**src/rtl/input_capture_pio_if.sv**
```systemverilog
// Processor-side register bus for the input-capture PIO.
// The processor drives the master side; the peripheral is the slave.
interface input_capture_pio_if;
  logic [1:0]  address;
  logic        read;
  logic        write;
  logic [31:0] writedata;
  logic [31:0] readdata;
  logic        irq;

  modport master (
    output address,
    output read,
    output write,
    output writedata,
    input  readdata,
    input  irq
  );

  modport slave (
    input  address,
    input  read,
    input  write,
    input  writedata,
    output readdata,
    output irq
  );
endinterface

```
**src/rtl/input_capture_pio.sv**
```systemverilog
// Input-capture PIO for the stopwatch user inputs.
// Synchronizes and debounces the play button and three switches, then exposes
// the debounced levels, sticky edge flags, a press counter and a maskable
// level interrupt through a small 4-word register file.
module input_capture_pio #(
  parameter int DEBOUNCE_CYCLES = 500000,  // stable cycles before a level change is accepted (>= 2)
  parameter int CNT_W           = 20       // 2**CNT_W must exceed DEBOUNCE_CYCLES
) (
  input  logic                clk,
  input  logic                reset,        // asynchronous, active-low
  input  logic                play_btn_i,   // active-low pushbutton
  input  logic                switch_mode0_i,
  input  logic                switch_mode1_i,
  input  logic                switch_pause_i,
  input_capture_pio_if.slave  bus
);

  localparam logic [1:0] ADDR_DATA     = 2'd0;
  localparam logic [1:0] ADDR_IRQMASK  = 2'd1;
  localparam logic [1:0] ADDR_EDGE     = 2'd2;
  localparam logic [1:0] ADDR_PRESSCNT = 2'd3;

  // Bit 0 is inverted up front so every bit reads 1 when "active".
  logic [3:0] raw_in;
  assign raw_in = {switch_pause_i, switch_mode1_i, switch_mode0_i, ~play_btn_i};

  logic [3:0] sync1_q, sync2_q;
  logic [3:0] deb_q, deb_d;
  logic [3:0] flip_vec;
  logic [3:0] mask_q, mask_d;
  logic [3:0] edge_q, edge_d;
  logic [7:0] press_cnt_q, press_cnt_d;
  logic [31:0] readdata_q, readdata_d;

  // Two-flop synchronizer for the asynchronous pins.
  always_ff @(posedge clk or negedge reset) begin
    if (!reset) begin
      sync1_q <= 4'h0;
      sync2_q <= 4'h0;
    end else begin
      sync1_q <= raw_in;
      sync2_q <= sync1_q;
    end
  end

  // Per-bit debounce counter: counts consecutive cycles where the synchronized
  // input disagrees with the debounced level; a full run flips the level.
  generate
    for (genvar gi = 0; gi < 4; gi++) begin : g_debounce
      logic [CNT_W-1:0] cnt_q, cnt_d;
      logic             flip;

      // Next counter value and flip request for this bit.
      always_comb begin
        cnt_d = '0;
        flip  = 1'b0;
        if (sync2_q[gi] != deb_q[gi]) begin
          if (cnt_q == CNT_W'(DEBOUNCE_CYCLES - 1)) begin
            flip  = 1'b1;
            cnt_d = '0;
          end else begin
            cnt_d = cnt_q + CNT_W'(1);
          end
        end
      end

      // Debounce counter state.
      always_ff @(posedge clk or negedge reset) begin
        if (!reset) begin
          cnt_q <= '0;
        end else begin
          cnt_q <= cnt_d;
        end
      end

      assign flip_vec[gi] = flip;
    end
  endgenerate

  // Edge events are derived from the flip requests so EDGE/PRESSCNT update on
  // the same clock edge as DATA. Bit 0 only reports presses (0->1).
  logic       press;
  logic [3:0] edge_set;
  assign press    = flip_vec[0] & ~deb_q[0];
  assign edge_set = {flip_vec[3:1], press};

  logic wr_mask, wr_edge, wr_cnt;
  assign wr_mask = bus.write && (bus.address == ADDR_IRQMASK);
  assign wr_edge = bus.write && (bus.address == ADDR_EDGE);
  assign wr_cnt  = bus.write && (bus.address == ADDR_PRESSCNT);

  // Register-file next state; a new edge beats a simultaneous W1C, and a press
  // during a counter clear leaves the count at 1.
  always_comb begin
    deb_d  = deb_q ^ flip_vec;
    mask_d = wr_mask ? bus.writedata[3:0] : mask_q;
    edge_d = (edge_q & ~(wr_edge ? bus.writedata[3:0] : 4'h0)) | edge_set;
    if (wr_cnt) begin
      press_cnt_d = press ? 8'd1 : 8'd0;
    end else if (press) begin
      press_cnt_d = press_cnt_q + 8'd1;
    end else begin
      press_cnt_d = press_cnt_q;
    end
  end

  // Read mux uses current register values, so a read paired with a write
  // returns the pre-write contents.
  always_comb begin
    readdata_d = readdata_q;
    if (bus.read) begin
      case (bus.address)
        ADDR_DATA:     readdata_d = {28'd0, deb_q};
        ADDR_IRQMASK:  readdata_d = {28'd0, mask_q};
        ADDR_EDGE:     readdata_d = {28'd0, edge_q};
        ADDR_PRESSCNT: readdata_d = {24'd0, press_cnt_q};
        default:       readdata_d = 32'd0;
      endcase
    end
  end

  // Architectural registers and the registered read port.
  always_ff @(posedge clk or negedge reset) begin
    if (!reset) begin
      deb_q       <= 4'h0;
      mask_q      <= 4'h0;
      edge_q      <= 4'h0;
      press_cnt_q <= 8'd0;
      readdata_q  <= 32'd0;
    end else begin
      deb_q       <= deb_d;
      mask_q      <= mask_d;
      edge_q      <= edge_d;
      press_cnt_q <= press_cnt_d;
      readdata_q  <= readdata_d;
    end
  end

  assign bus.readdata = readdata_q;
  // Interrupt is a pure AND/OR of registered state, so it cannot glitch.
  assign bus.irq      = |(edge_q & mask_q);

endmodule

```
**src/flat_wrapper.sv**
```systemverilog
// flat-port wrapper written by rule: the top's interface ports become plain ports
module input_capture_pio_flat 
#(
  parameter int DEBOUNCE_CYCLES = 500000,                                                           
  parameter int CNT_W           = 20                                              
)
  (clk, reset, play_btn_i, switch_mode0_i, switch_mode1_i, switch_pause_i, bus_address, bus_read, bus_write, bus_writedata, bus_readdata, bus_irq);
  input_capture_pio_if bus_i ();
  input  logic clk;
  input  logic reset;
  input  logic play_btn_i;
  input  logic switch_mode0_i;
  input  logic switch_mode1_i;
  input  logic switch_pause_i;
  input wire logic [$bits(bus_i.address)-1:0] bus_address;
  input wire logic [$bits(bus_i.read)-1:0] bus_read;
  input wire logic [$bits(bus_i.write)-1:0] bus_write;
  input wire logic [$bits(bus_i.writedata)-1:0] bus_writedata;
  output wire logic [$bits(bus_i.readdata)-1:0] bus_readdata;
  output wire logic [$bits(bus_i.irq)-1:0] bus_irq;
  assign bus_i.address = bus_address;
  assign bus_i.read = bus_read;
  assign bus_i.write = bus_write;
  assign bus_i.writedata = bus_writedata;
  assign bus_readdata = bus_i.readdata;
  assign bus_irq = bus_i.irq;
  input_capture_pio #(.DEBOUNCE_CYCLES(DEBOUNCE_CYCLES), .CNT_W(CNT_W)) u_core (.clk(clk), .reset(reset), .play_btn_i(play_btn_i), .switch_mode0_i(switch_mode0_i), .switch_mode1_i(switch_mode1_i), .switch_pause_i(switch_pause_i), .bus(bus_i));
endmodule
```
**config.mk**
```make
export PLATFORM = sky130hd
export DESIGN_NAME = input_capture_pio_flat
export DESIGN_NICKNAME = d
export VERILOG_FILES = /design/src/rtl/input_capture_pio_if.sv /design/src/rtl/input_capture_pio.sv /design/src/flat_wrapper.sv
export SDC_FILE = /design/constraint.sdc
export NUM_CORES = 1
export LEC_CHECK = 0
export CORE_ASPECT_RATIO = 1.5
export CORE_MARGIN = 4
export CORE_UTILIZATION = 54
export CTS_BUF_LIST = sky130_fd_sc_hd__clkbuf_8 sky130_fd_sc_hd__clkbuf_16
export CTS_CLUSTER_DIAMETER = 120
export DETAILED_ROUTE_END_ITERATION = 8
export GPL_TIMING_DRIVEN = 0
export PLACE_DENSITY = 0.78
export SETUP_SLACK_MARGIN = 0.05
export SLEW_MARGIN = 20
export SYNTH_ARGS = -nofsm -noshare
export SYNTH_HDL_FRONTEND = slang
export SYNTH_SLANG_ARGS = --single-unit
```
**constraint.sdc**
```tcl
create_clock -name clk -period 5.3 [get_ports clk]
set_clock_uncertainty 0.2 [all_clocks]
set_input_delay 0.53 -clock clk [delete_from_list [all_inputs] [get_ports clk]]
set_output_delay 0.53 -clock clk [all_outputs]
set_load 0.02 [all_outputs]
```
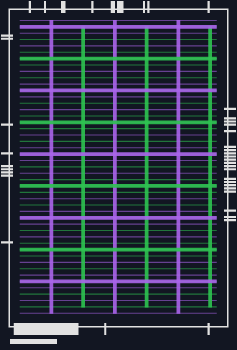
*PDN straps and rails, run 1*
The bar under the picture is 20 um long. Pins as bars on the die edge.
[green] VDD
[purple] VSS
met5 straps: 9
signal pins: 75

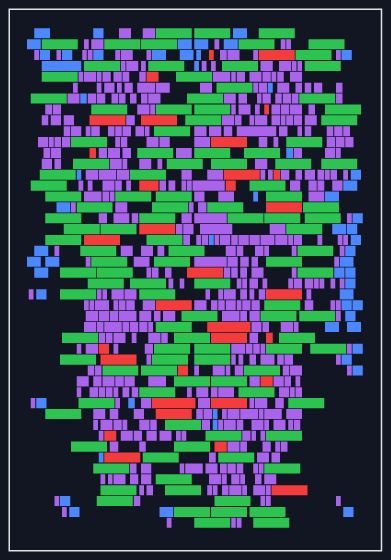
*Cells colored by class, run 1*
[red] clock drivers and dummy loads | cells: 32 | share of their area: 8.6%
[blue] other buffers and delay cells | cells: 58 | share of their area: 7.0%
[green] flip-flops | cells: 116 | share of their area: 43%
[purple] all other logic | cells: 447 | share of their area: 41%
Final Core Density: 0.655
share of the final layout cell area in sequential cells: 0.421
final cell area excluding filler cells: 6890 um2
total core area: 10500 um2
Row Count: 46

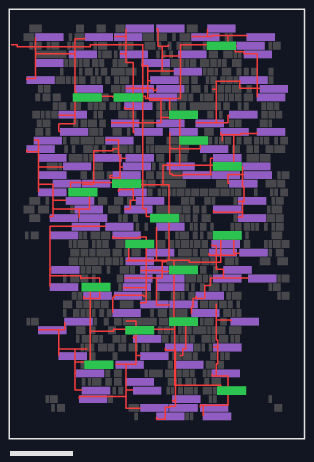
*Clock wires, drivers and flops, run 1*
The bar under the picture is 20 um long.
[purple] flip-flops | count: 116
[green] cells driving clock nets | count: 17
[red] clock wires | length: 1470 um
flops lie: spread over the die
routed clock nets: 18
insertion delay to the later sink of the worst-skew pair: 0.42 ns
reported clock group power: 1100 uW
Clock Power Share: 0.512

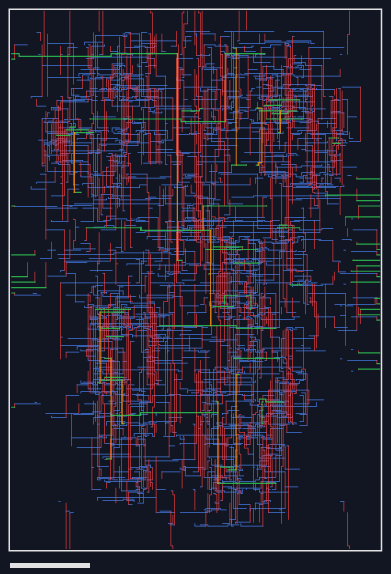
*Signal wires by layer, run 1*
The bar under the picture is 20 um long.
[blue] met1 | wire length: 4780 um
[green] met3 | wire length: 515 um
[orange] met4 | wire length: 262 um
[red] met2 | wire length: 6450 um

==> results.txt, run 1 <==
Flow results are below.

- The flow ran to the end, and the final reports show no timing, DRC or antenna violations.
- The worst hold-check path type is flop to flop, for reference.
- In the global route stage, met1 resource usage came out at 0.234.
- The gate-level netlist out of Yosys references 45 unique cell types.
- The maximum number of buffers from clock root to sink is 2, for reference.
- The pin count of the biggest net entering global routing is 64, for reference.
- The headroom to the max-slew limit is 0.529, for reference.
- The cell taking the most area after synthesis is sky130_fd_sc_hd__dfrtp_1, for reference.
- The DRC violations left is 0, for reference.
- The number of hold-slack violations in the final timing report is 0, for reference.
- The number of enable-type register cells in the synthesized netlist is 0, for reference.
- In this run the critical register-to-register path is captured at u_core.g_debounce[0].cnt_q[8]$_DFF_PN0_.
- The global route total overflow is 0, for reference.
- For this run, the number of standard cells in the final layout without fillers is around 800.
- Traced cell by cell, the critical path runs through nor4_1 -> nand2_1 -> o21ai_1 -> clkbuf_1 -> nor2_1.
- Summed over all nets, the half-perimeter wirelength after detailed placement is 8500 um.
- The delay of the slowest critical-path stage is ~0.60 ns, for reference.
- TritonCTS built the clock tree.
- CTS added clock buffers totalling 17.
- The global-route total usage across every layer is 0.206, for reference.
- The cell count after synthesis is ~580, for reference.
- Of the synthesized area, sequential elements account for 0.500.
- The worst setup path is launched from a flop.
- The final layout reports a setup TNS of 0 ns.
- The slew of the pin with the lowest slew margin is 0.702 ns, for reference.
- The analysis attributes to cell leakage a power of roughly 0.003 uW.
- The fill cell instance count of the final layout is ~800, for reference.
- Per the layout area report, the combinational gate area comes to ~2700 um2.
- The family with the most delay on the worst path is simple AND/OR/NAND/NOR gates, for reference.
- The number of global-route vias before repair was about 4600.
- The H-tree generated during clock tree synthesis spans 4 levels.
- The maximum fanout encountered on the critical timing path is 10, for reference.
- Each instance of the synthesized netlist takes up on average 10.1 um2.
- After layout, the minimum clock period comes to 2.61 ns.
- For this run, the detailed router's first-pass iteration total came to 7.
- The detailed router's first-iteration violation count is between 200 and 250, for reference.
==> run 1: cells in the final DEF (no fill, tap or decap), drive strengths merged, types with 19 or more instances in the layout <==
cell type	instances
o21ai	21
nand3	37
conb	24
clkdlybuf4s50	19
xor2	28
nor2	66
a21oi	24
clkbuf	25
nand4	30
nand2	38
dfrtp	116
xnor2	29
buf	31
inv	21
==> run 1: what timing repair did <==
item | 4_1_cts | 5_1_grt
setup buffers | 0 | 0
setup endpoints to repair | 0 | 0
endpoints found under the hold margin | 53 | 0
hold buffers | 1 | 0
==> run 1: cells by family (layout without fill, tap and decap cells) <==
logic type                 after synthesis  count (layout)  share of synthesized area
and+or+nand+nor                        259             259                      0.242
adders and majority gates                5               5                     0.0108
other                                    1              24                   0.000646
AOI/OAI and AO/OA                       68              68                     0.0732
xor gates and xnor gates                57              57                     0.0859
buffers and inverters                   55             109                     0.0517
DFF                                    116             116                      0.500
muxes                                   15              15                     0.0364
==> run 1: sequential cells by signal (all words and copies together), names as in the netlist, named ones only <==
signal	count
u_core.press_cnt_q	8
u_core.sync1_q	4
u_core.bus.readdata	8
u_core.g_debounce.cnt_q	80
u_core.mask_q	4
u_core.sync2_q	4
u_core.edge_q	4
==> run 1: metrics by stage <==
step	util	worst slack, ns	power [uW]	hold slack (ns)	instance area, um2
final	0.655	2.69	2140	0.151	6890
after global routing	0.655	2.41	2220	0.156	6890
after CTS	0.655	2.69	2170	0.150	6890
after detailed placement	0.599	2.72	1060	0.138	6300
after global placement	0.596	-0.824	1050	0.137	6280
after floorplan	-	3.21	1010	0.0344	5900
==> run 1: worst max path at each step <==
stage	start	end	slack (ns)	cells after the start
after detailed placement	u_core.g_debounce[0].cnt_q[5]$_DFF_PN0_	u_core.g_debounce[0].cnt_q[11]$_DFF_PN0_	2.72	5
after floorplan	u_core.g_debounce[0].cnt_q[0]$_DFF_PN0_	u_core.g_debounce[0].cnt_q[10]$_DFF_PN0_	3.21	7
after global routing	u_core.g_debounce[0].cnt_q[9]$_DFF_PN0_	u_core.g_debounce[0].cnt_q[8]$_DFF_PN0_	2.41	5
after CTS	u_core.g_debounce[0].cnt_q[5]$_DFF_PN0_	u_core.g_debounce[0].cnt_q[11]$_DFF_PN0_	2.69	5
after global placement	reset	u_core.g_debounce[0].cnt_q[8]$_DFF_PN0_	-0.82	1
final	u_core.g_debounce[0].cnt_q[9]$_DFF_PN0_	u_core.g_debounce[0].cnt_q[8]$_DFF_PN0_	2.69	5
==> run 1: metal layers <==
layer / share of wire / up-vias
met2: 0.54 / 120
met3: 0.043 / 29
met4: 0.022 / 0
li1: - / 2153
met1: 0.40 / 2178
met5: 0 / -
==> run 1: power by group <==
| part | switching (uW) | internal [uW] |
|---|---|---|
| Clock | 399 | 698 |
| Sequential | 17.0 | 907 |
| Combinational | 71.3 | 49.2 |
==> run 1: area by class of cell <==
cell class / instances / area share
clock inverters: 14 / 0.0203
inverters: 19 / 0.0103
clock buffers: 18 / 0.0637
repair buffers: 22 / 0.0347
well taps: 144 / 0.0261
multi-input cells: 428 / 0.391
flip-flops and latches: 116 / 0.421
plain buffers: 36 / 0.0332
### Clock nets, run 1

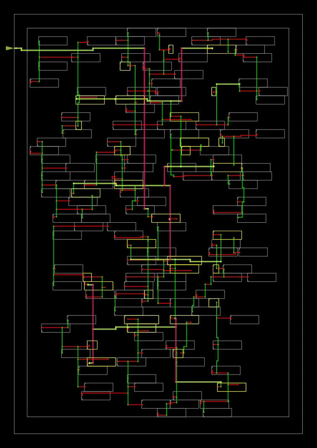

## Run 2: what changed since run 1
CORE_UTILIZATION = 50   (was 54)
PLACE_DENSITY = 0.76   (was 0.78)
clock period = 2.4 ns   (was 5.3 ns; I/O delays follow)
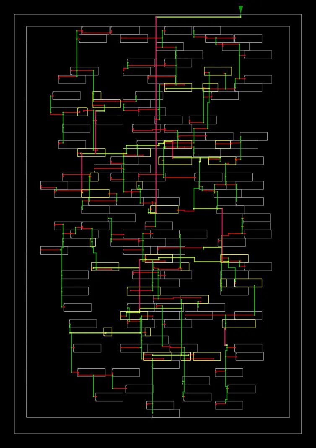
*Clock nets, run 2*
reported clock group power: 2590 uW
clock buffer instance count of the final layout: 19
TritonCTS buffer count: 17
sequential cell count of the final layout: 116

==> run 2 against run 1 <==
  * Critical path depth did not move
  * Non-clock buffer count rose by 4
  * Hold slack got worse by 0.093 ns
  * Cell area rose by 1.7%
  * Sequential share of layout area fell by 0.70 points
  * Utilization fell by 4.3 points
  * Register-to-register slack got worse by 2.5 ns
  * Combinational power rose by 120%
  * Via count rose by 3.3%
  * Critical path type unchanged
==> results.txt, run 2 <==
Flow results are below.

- The flow ran to the end, and the final reports show no timing, DRC or antenna violations.
- The total overflow left after global routing is 0.
- The final-layout setup total negative slack is 0 ns, for reference.
- The final cell area excluding filler cells is 7010 um2, for reference.
- The report lists the cells along the critical path as nand4_2 -> or4_1 -> buf_2 -> or4_1 -> a21oi_1.
- The completed layout was analyzed and its total power is 4900 uW.
- The minimum clock period is 2.26 ns, for reference.
- The net switching fraction of the power is 0.226, for reference.
- The cell-internal power is 3790 uW, for reference.
- TritonRoute reported its final design rule violation total as 0.
- The post-synth count of flops with an enable pin is 0.
- The portion of total power attributed to sequential cells is 0.416, for reference.
- The switching component of the power was reported as ~1100 uW.
- After detailed placement, the total cell area comes to 6310 um2.
- The average instance in the mapped netlist occupies 10.1 um2.
- In this design, the stage delay of the slowest critical-path cell is approximately 0.54 ns.
- Per the layout area report, the combinational gate area comes to between 2000 and 3000 um2.
- The number of global-route vias before repair came to 4487.
- The synthesized instance count is 576.
- The top register by number of flip-flops is u_core.g_debounce.cnt_q, for reference.
- The top cell type in the final layout, fill and taps aside, is sky130_fd_sc_hd__dfrtp_1.
- The number of cell rows is between 40 and 50, for reference.
- The combinational cell fraction of total power is 0.056, for reference.
- The slew of the pin with the lowest slew margin is 0.557 ns, for reference.
- Note that the worst hold path type here is input port to flop.
- The number of hold-slack violations in the final timing report is 0, for reference.
- In this design, the largest share of critical-path delay is due to simple AND/OR/NAND/NOR gates.
- The flip-flop count of the largest register, all copies and words added is 80, for reference.
- The least setup slack across all paths after layout is 0.142 ns, for reference.
- By instance count after routing, the leading logic cell types are sky130_fd_sc_hd__dfrtp_1 (115), sky130_fd_sc_hd__nor2_1 (66), sky130_fd_sc_hd__nand2_1 (38).
- The leakage power is 0.00295 uW, for reference.
- Checking max transition, the worst relative margin is 0.629.
- The pin count of the biggest net entering global routing is 61, for reference.
- The detailed placement HPWL is 8270 um, for reference.
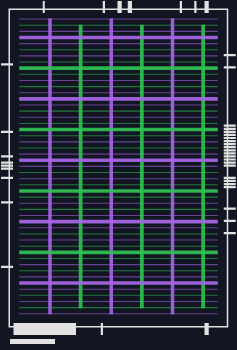
*PDN straps and rails, run 2*
The bar under the picture is 20 um long. Pins as bars on the die edge.
[green] VDD
[purple] VSS
met1 rails: 49
met5 straps: 9

==> run 2: netlist changes by cell type in the layout (fill, tap and decap cells not counted), sizes merged <==
cell,change
clkinvlp,+1
inv,-2
clkinv,-1
buf,+5
bufinv,+1
==> run 2: repair_timing <==
item                       CTS  global route
pin swaps                    1             3
resized                      6             5
setup endpoints to repair   39            36
hold buffers                 1             0
gates cloned                 0             0
buffers inserted             0             5
hold endpoints to repair    59             0
==> run 2: final timing paths <==
check | from | end | slack [ns]
worst max-delay path | u_core.g_debounce[1].cnt_q[9]$_DFF_PN0_ | u_core.g_debounce[1].cnt_q[17]$_DFF_PN0_ | 0.14
worst min-delay path | switch_pause_i | u_core.sync1_q[3]$_DFF_PN0_ | 0.06
worst max register to register | u_core.g_debounce[1].cnt_q[9]$_DFF_PN0_ | u_core.g_debounce[1].cnt_q[17]$_DFF_PN0_ | 0.14
worst min register to register | u_core.sync1_q[1]$_DFF_PN0_ | u_core.sync2_q[1]$_DFF_PN0_ | 0.16
max in group asynchronous | reset | u_core.edge_q[0]$_DFF_PN0_ | 1.14
min in group asynchronous | reset | u_core.g_debounce[3].cnt_q[9]$_DFF_PN0_ | 0.17
==> run 2: logic make-up after synthesis <==
| group | after synthesis |
|---|---|
| AND/OR/NAND/NOR | 259 |
| buffers and inverters | 55 |
| other | 1 |
| XOR/XNOR | 57 |
| multiplexers | 15 |
| adder cells (fa/ha/maj) | 5 |
| AND-OR/OR-AND | 68 |
| flip-flops | 116 |
==> run 2: worst reg2reg max path, cell delays in order, from the launching register on <==
cell and delay, ns:
sky130_fd_sc_hd__dfrtp_1 0.45, sky130_fd_sc_hd__nand4_2 0.17, sky130_fd_sc_hd__or4_1 0.54, sky130_fd_sc_hd__buf_2 0.18
sky130_fd_sc_hd__or4_1 0.48, sky130_fd_sc_hd__a21oi_1 0.15
==> run 2: metal layers <==
metal / vias to the layer above / share of wire / wire length (um) / track usage
li1: 2161 / - / - / -
met1: 2255 / 0.40 / 4940 / 0.230
met2: 172 / 0.53 / 6560 / 0.329
met3: 38 / 0.052 / 648 / 0.0425
met4: 0 / 0.021 / 259 / 0.0772
met5: - / 0 / 0 / 0
==> run 2: area by class of cell <==
class                   instances  share of cell area
repair buffers                 27              0.0394
flip-flops and latches        116               0.414
well taps                     150              0.0268
multi-input cells             428               0.390
clock buffers                  19              0.0646
plain buffers                  35              0.0326
inverters                      19              0.0102
clock inverters                13              0.0225
==> run 2: per-stage QoR <==
step / instances / util
floorplan: 599 / -
global placement: 769 / 0.548
detailed placement: 770 / 0.550
CTS: 803 / 0.607
global route: 807 / 0.611
finish: 807 / 0.611
==> run 2: power groups by stage <==
| stage | clock network, uW | logic, uW | registers [uW] |
|---|---|---|---|
| final | 2590 | 272 | 2040 |
| after global placement | 0 | 252 | 2070 |
| after CTS | 2610 | 272 | 2040 |
| after detailed placement | 0 | 267 | 2070 |
| after floorplan | 0 | 153 | 2070 |
| after global routing | 2710 | 305 | 2040 |
No activity file was given, so power comes from the tool's default toggle rates.
